<file path="src/rtl/fetch_unit.sv">
// Instruction fetch: owns the PC, drives instruction memory, queues {pc, instr} for decode.
// Optional perf counters (perf_fetched, perf_stall) are enabled by defining FETCH_PERF_EN.
module fetch_unit #(
    parameter int          DEPTH    = 4,
    parameter logic [31:0] RESET_PC = 32'h0000_0000
) (
    input  logic        clk,
    input  logic        rst,
    output logic [31:0] imem_addr,
    input  logic [31:0] imem_instr,
    input  logic        redirect_valid,
    input  logic [31:0] redirect_pc,
    output logic        out_valid,
    input  logic        out_ready,
    output logic [31:0] out_instr,
    output logic [31:0] out_pc
`ifdef FETCH_PERF_EN
    ,
    output logic [31:0] perf_fetched,
    output logic [31:0] perf_stall
`endif
);
    localparam int PW = $clog2(DEPTH);
    localparam int CW = PW + 1;

    typedef struct packed {
        logic [31:0] pc;
        logic [31:0] instr;
    } entry_t;

    logic [31:0]   pc_q, pc_d;
    logic [PW-1:0] rd_ptr_q, rd_ptr_d;
    logic [PW-1:0] wr_ptr_q, wr_ptr_d;
    logic [CW-1:0] count_q, count_d;
    entry_t        mem_q [DEPTH];
    entry_t        mem_d [DEPTH];
    logic          pop, push, full;

    assign full      = (count_q == CW'(DEPTH));
    assign out_valid = (count_q != '0);
    assign pop       = out_valid & out_ready;
    // A full FIFO can still accept a fetch when the head leaves in the same cycle.
    assign push      = !redirect_valid & (!full | pop);
    assign imem_addr = pc_q;

    // Empty FIFO presents zeros so decode never sees stale or X data.
    always_comb begin
        out_instr = '0;
        out_pc    = '0;
        if (out_valid) begin
            out_instr = mem_q[rd_ptr_q].instr;
            out_pc    = mem_q[rd_ptr_q].pc;
        end
    end

    always_comb begin
        pc_d     = pc_q;
        rd_ptr_d = rd_ptr_q;
        wr_ptr_d = wr_ptr_q;
        count_d  = count_q;
        mem_d    = mem_q;
        if (redirect_valid) begin
            pc_d     = {redirect_pc[31:2], 2'b00};
            rd_ptr_d = '0;
            wr_ptr_d = '0;
            count_d  = '0;
        end else begin
            if (push) begin
                mem_d[wr_ptr_q] = '{pc: pc_q, instr: imem_instr};
                wr_ptr_d        = wr_ptr_q + 1'b1;
                pc_d            = pc_q + 32'd4;
            end
            if (pop)
                rd_ptr_d = rd_ptr_q + 1'b1;
            if (push && !pop)
                count_d = count_q + 1'b1;
            else if (pop && !push)
                count_d = count_q - 1'b1;
        end
    end

    always_ff @(posedge clk) begin
        if (rst) begin
            pc_q     <= RESET_PC;
            rd_ptr_q <= '0;
            wr_ptr_q <= '0;
            count_q  <= '0;
            for (int i = 0; i < DEPTH; i++)
                mem_q[i] <= '0;
        end else begin
            pc_q     <= pc_d;
            rd_ptr_q <= rd_ptr_d;
            wr_ptr_q <= wr_ptr_d;
            count_q  <= count_d;
            mem_q    <= mem_d;
        end
    end

`ifdef FETCH_PERF_EN
    logic [31:0] perf_fetched_q, perf_fetched_d;
    logic [31:0] perf_stall_q, perf_stall_d;

    always_comb begin
        perf_fetched_d = perf_fetched_q + {31'd0, push};
        perf_stall_d   = perf_stall_q + {31'd0, full & !pop & !redirect_valid};
    end

    always_ff @(posedge clk) begin
        if (rst) begin
            perf_fetched_q <= '0;
            perf_stall_q   <= '0;
        end else begin
            perf_fetched_q <= perf_fetched_d;
            perf_stall_q   <= perf_stall_d;
        end
    end

    assign perf_fetched = perf_fetched_q;
    assign perf_stall   = perf_stall_q;
`endif
endmodule

</file>
<file path="config.mk">
export PLATFORM = sky130hd
export DESIGN_NAME = fetch_unit
export DESIGN_NICKNAME = d
export VERILOG_FILES = /design/src/rtl/fetch_unit.sv
export SDC_FILE = /design/constraint.sdc
export NUM_CORES = 1
export LEC_CHECK = 0
export ABC_CLOCK_PERIOD_IN_PS = 3300
export CAP_MARGIN = 20
export CORE_MARGIN = 2
export CORE_UTILIZATION = 55
export DETAILED_ROUTE_END_ITERATION = 10
export PLACE_DENSITY = 0.8
export SLEW_MARGIN = 25
export SYNTH_ARGS = -nofsm -noshare
export SYNTH_HDL_FRONTEND = slang
export SYNTH_SLANG_ARGS = --single-unit
</file>
<file path="constraint.sdc">
create_clock -name clk -period 3.3 [get_ports clk]
set_clock_uncertainty 0.15 [all_clocks]
set_input_delay 0.825 -clock clk [delete_from_list [all_inputs] [get_ports clk]]
set_output_delay 0.825 -clock clk [all_outputs]
set_load 0.05 [all_outputs]
</file>
gates.png
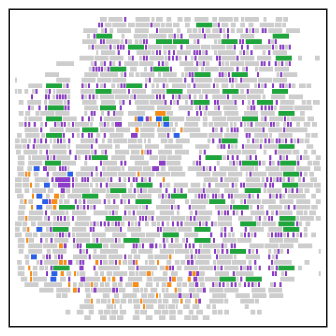
[mux cells] green | cells: 63 | most used: mux4_2 | where: all over the die
[nor cells] orange | cells: 54 | most used: nor2_1
[nand cells] purple | cells: 541 | most used: nand2_1 | where: all over the die
[xor and xnor cells] blue | cells: 14 | most used: xnor2_1
proportion of cell area occupied by multi-input gates: 40.85%
count of non-filler cells in the finished layout: 1908

==> run summary <==
area of the placeable core -> 22570 µm²
yosys warning tally -> 0
highest routed layer -> met4
vertical extent of the die -> 155.6 µm
length of routed wiring on met1 -> 13940 µm
row cnt -> 55
PD cells -> 515.5 nW/µm²
dominant register cell -> sky130_fd_sc_hd__dfxtp_1
Final Util -> 68.04%
status -> completed
met1 Track Usage GR -> 36.92%
overall track demand over capacity in global routing -> 27.96%
number of cells produced by synthesis -> 1510
number of global-route vias before repair -> 10795
placed insts -> 1856
power dissipated in combinational cells -> 0.00105 W
wire length of the first global-routing pass -> 55180 µm
synthesized cell area -> 12640 µm²
Layout clock buffers -> 41
Adder Share, Synth -> 0.7520%
initial antenna violation count -> 0
combinational gates -> 1076
area delta synth->final -> 21.45%
post-layout period usage of the worst path -> 97.65%
largest area contributor in the netlist -> sky130_fd_sc_hd__dfxtp_1
Synth top cell by count -> sky130_fd_sc_hd__nand2_1
inverter count -> 12
number of port buffers -> 158
largest power group -> sequential cells
detail-routed net length per standard cell -> 17.96 µm
share of the synthesized netlist area taken by xor and xnor gates -> 0.9697%
number of resized instances in the post-cts repair step -> 1
RSZ-0062 raised after global routing -> no
achievable frequency -> 310.3 MHz
Clock buffers and inverters, area share -> 6.037%
level count of the clock H-tree -> 1
Final WS setup -> 0.07758 ns
post-DR vias/cell -> 5.805
full die area -> 24220 µm²
most used standard cells in the synthesized netlist -> 515 x sky130_fd_sc_hd__nand2_1, 285 x sky130_fd_sc_hd__dfxtp_1, 255 x sky130_fd_sc_hd__a21oi_1, 79 x sky130_fd_sc_hd__clkbuf_1
aggregate global routing overflow -> 0
pre-CTS WS -> 0.07758 ns
tally of OpenROAD warnings -> 33
setup TNS after final layout -> 0 ns
number of DRC markers in iteration 0 -> 961
Pwr Total -> 0.007917 W
class_map.png
Scale bar: 50 µm. Fill, decap, tap and diode cells in gray.
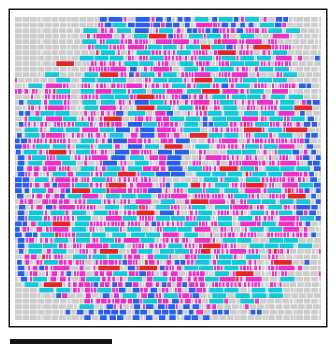
[registers] cyan | cells: 285
[remaining logic cells] magenta | cells: 1088
[remaining buffers and delay cells] blue | cells: 198
[clock drivers and dummy loads] red | cells: 52

Power is estimated from default activity; no workload was simulated.
